Design spi_master_seq, sky130hd; sources not shown.
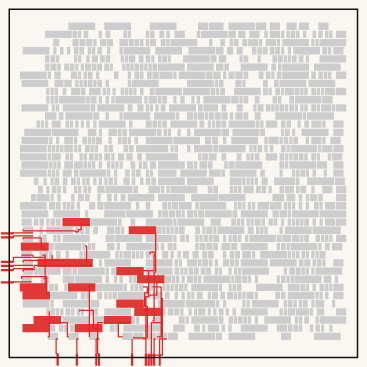
**Above:** nets reached from selected ports.
(3 px per um)
Red is rd_data, bits 16, direction output, edge 10 bottom, 6 left, end cells 16, buffers 16, wire 444 um.
input/output buffers: 66
number of ports placed on the die boundary: 67

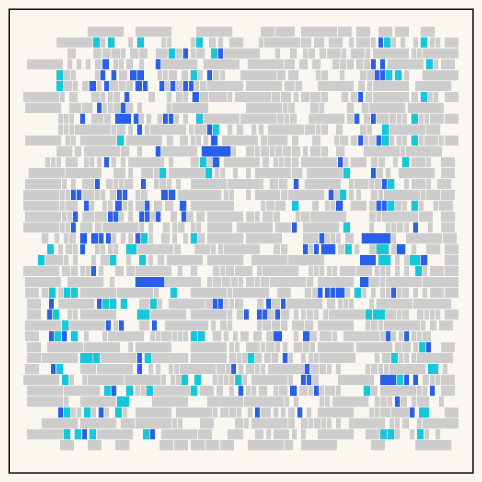
**Above:** logic cells by family.
(4 px per um)
Cyan is inverting AOI/OAI gates, cells 93, where spread over the die. Blue is NOR gates, cells 140, where spread over the die.
final cell count without fillers: 1,246
dominant logic cell type in the layout: sky130_fd_sc_hd__nand2_1
logic gate fraction of the total cell area: 39.0%

==> results.yml <==
# implementation run metrics
floorplanning:
  die_h_um: 116
  initCoreUtil_pct: 65.4
  fp-row-count: 39
  core_sq_um: 11600
  floorplan_die_area_sq_um: 13400
  floorplan.die.width_um: 116
critical_path:
  cp_top_delay_family: "flip-flops"
  worst-setup-path-type: "reg2out"
  internal_reg_to_reg_setup_slack_ps: 4410
  timing.critical_path.slowest_cell_delay_ps: 520
  reg2reg_depth: 8
  worst_ep_arrival_time_ps: 1470
  crit_path_cell_trace: "clkdlybuf4s50_1"
  worstSetupEndpointType: "output pin"
  cp.required_ps: 5440
  critPathSlowestCell: "sky130_fd_sc_hd__dfstp_2"
  timing.critical_path.fanout_max: 2
cells_and_area:
  n_fill_cell: 810
  areaGrowthSynthToFinish_pct: 19.6
  nets: 1138
  mi_logic_area_sq_um: 3530
  final-seq-area_sq_um: 3400
  final_cell_mix: "sky130_fd_sc_hd__nand2_1, sky130_fd_sc_hd__dfrtp_1, sky130_fd_sc_hd__nand3_1"
final_timing:
  finalSetupTns_ps: 0
  clock-skew-final_ps: 10.1
  hold_viol: 0
  fin_worst_hold_slack_ps: 489
  timing.final.crit_period_ps: 2430
  maximum_operating_frequency_mhz: 411
  slew_violations: 0
  tightest_slew_ps: 565
  grt_setup_unrepaired: "false"
  final_report_setup_violation_count: 0
  postLayoutSetupSlackWorst_ps: 3970
  finalCritPeriodShare_pct: 38.0
  relSlewSlack_pct: 62.1
cts:
  clock_sinks: 136
  clkLatencyLatePin_ps: 430
  clk_pin_slew_ps: 50
  cts_tree: "yes"
  setup_fix_bufs_post_cts: 0
  clk_root_buffer_cell: "sky130_fd_sc_hd__clkbuf_16"
  cts_buffer_depth: 2
  postCtsResizedCells: 0
  ctsHoldBuffers: 0
  htree_num_levels: 4
route:
  drt_pre_antenna_iters: 5
  vias: 6951
  avgViaCountPerCell: 5.58
  drcViolationCount: 0
  route.antenna.remaining_nets: 0
  totalWireLength_mm: 18.1
  drt_iter0_drc: 680
  detail_route.wl_per_cell_um: 14.5
pwr:
  power.density_cell_area_nw_per_um2: 213
  p_leak_nw: 4.36
  vdd.ir_drop.worst_v: 0.000184
  total_power_mw: 1.92
min_path:
  hold_path_class: "reg2reg"
run:
  timing.max_cap.violations: 0
  stage_log_warnings: 26
synthesis:
  syn_nets: 1052
  number_of_cells_produced_by_synthesis: 1004
  post_synth_num_cell_types: 38
  synth_flop_count: 136
  yosys.stat.chipArea_sq_um: 7560
  count_of_yosys_warnings_during_synthesis: 0
  post_synth.cell_area_avg_sq_um: 7.53
  post_synth_instance_area_sq_um: 7560
  yosys.stat.seqShare_pct: 45.0
  ys_cells: 1004
global_routing:
  gr-usage-met1_pct: 39.4
  grt_pass1_vias: 6721
  grt.met3_usage_pct: 6.01
  use_met2_pct: 44.9
  maximum_number_of_pins_on_one_net_before_global_route_repair: 89
  grt_pass1_wl_mm: 30.7
  antenna_found_initial: 0
  total_congestion_overflow: 0
  grt-busiest-layer: "met2"
  grt_usage_pct: 28.5
status:
  run_status: "complete, no violations"
placed_design:
  place_hpwl_mm: 12.1
  gp_congestion: 0.931
  place_worst_setup_slack_ps: 3690
  detailed_place.area_sq_um: 8440
[cells by family after synthesis]
group,count (synthesis),synth area share (%)
XOR/XNOR,13,1.51
AND-OR/OR-AND,93,6.58
flip-flops,136,45.0
AND/OR/NAND/NOR,612,37.9
buffers and inverters,146,8.37
adder cells (fa/ha/maj),4,0.662
[final cells by class]
class	instances	share of cell area [%]
well taps	143	1.98
inverters	111	4.69
clock inverters	11	1.63
flip-flops and latches	136	37.6
clock buffers	21	5.09
repair buffers	67	7.61
plain buffers	35	2.39
multi-input cells	722	39.0
[power breakdown]
part           internal, mW  switching, mW  total, mW
sequential            0.862        0.00105      0.864
clock                 0.633          0.378       1.01
combinational        0.0262         0.0237     0.0500
[cell usage after synthesis (all sizes together)]
library cell | n | share of area (%)
a21boi | 1 | 0.099
a21oi | 20 | 1.5
and2 | 1 | 0.083
buf | 27 | 2.5
clkbuf | 8 | 0.40
clkinv | 1 | 0.050
dfrtp | 135 | 45
dfstp | 1 | 0.35
ha | 4 | 0.66
inv | 110 | 5.5
nand2 | 276 | 14
nand3 | 118 | 8.3
nand3b | 16 | 1.6
nand4 | 57 | 4.7
nor2 | 120 | 7.0
nor3 | 19 | 1.3
nor4 | 1 | 0.083
o211ai | 1 | 0.099
o21ai | 69 | 4.7
o31ai | 2 | 0.20
or2 | 4 | 0.33
xnor2 | 4 | 0.46
xor2 | 9 | 1.0
[layer usage]
layer / routed length, um / share of wire, % / vias to the layer above
met5: 0 / 0 / -
met4: 337 / 1.9 / 0
met3: 1050 / 5.8 / 36
met2: 8450 / 47 / 236
met1: 8230 / 46 / 3225
li1: - / - / 3454
[metrics by stage]
stage	utilization [%]	std cells
3_5_place_dp	73.0	1214
6_report	78.2	1246
3_3_place_gp	72.7	1213
5_1_grt	78.2	1246
2_1_floorplan	-	1004
4_1_cts	78.2	1246
Power figures rest on the tool's default switching activity, not on a simulated workload.
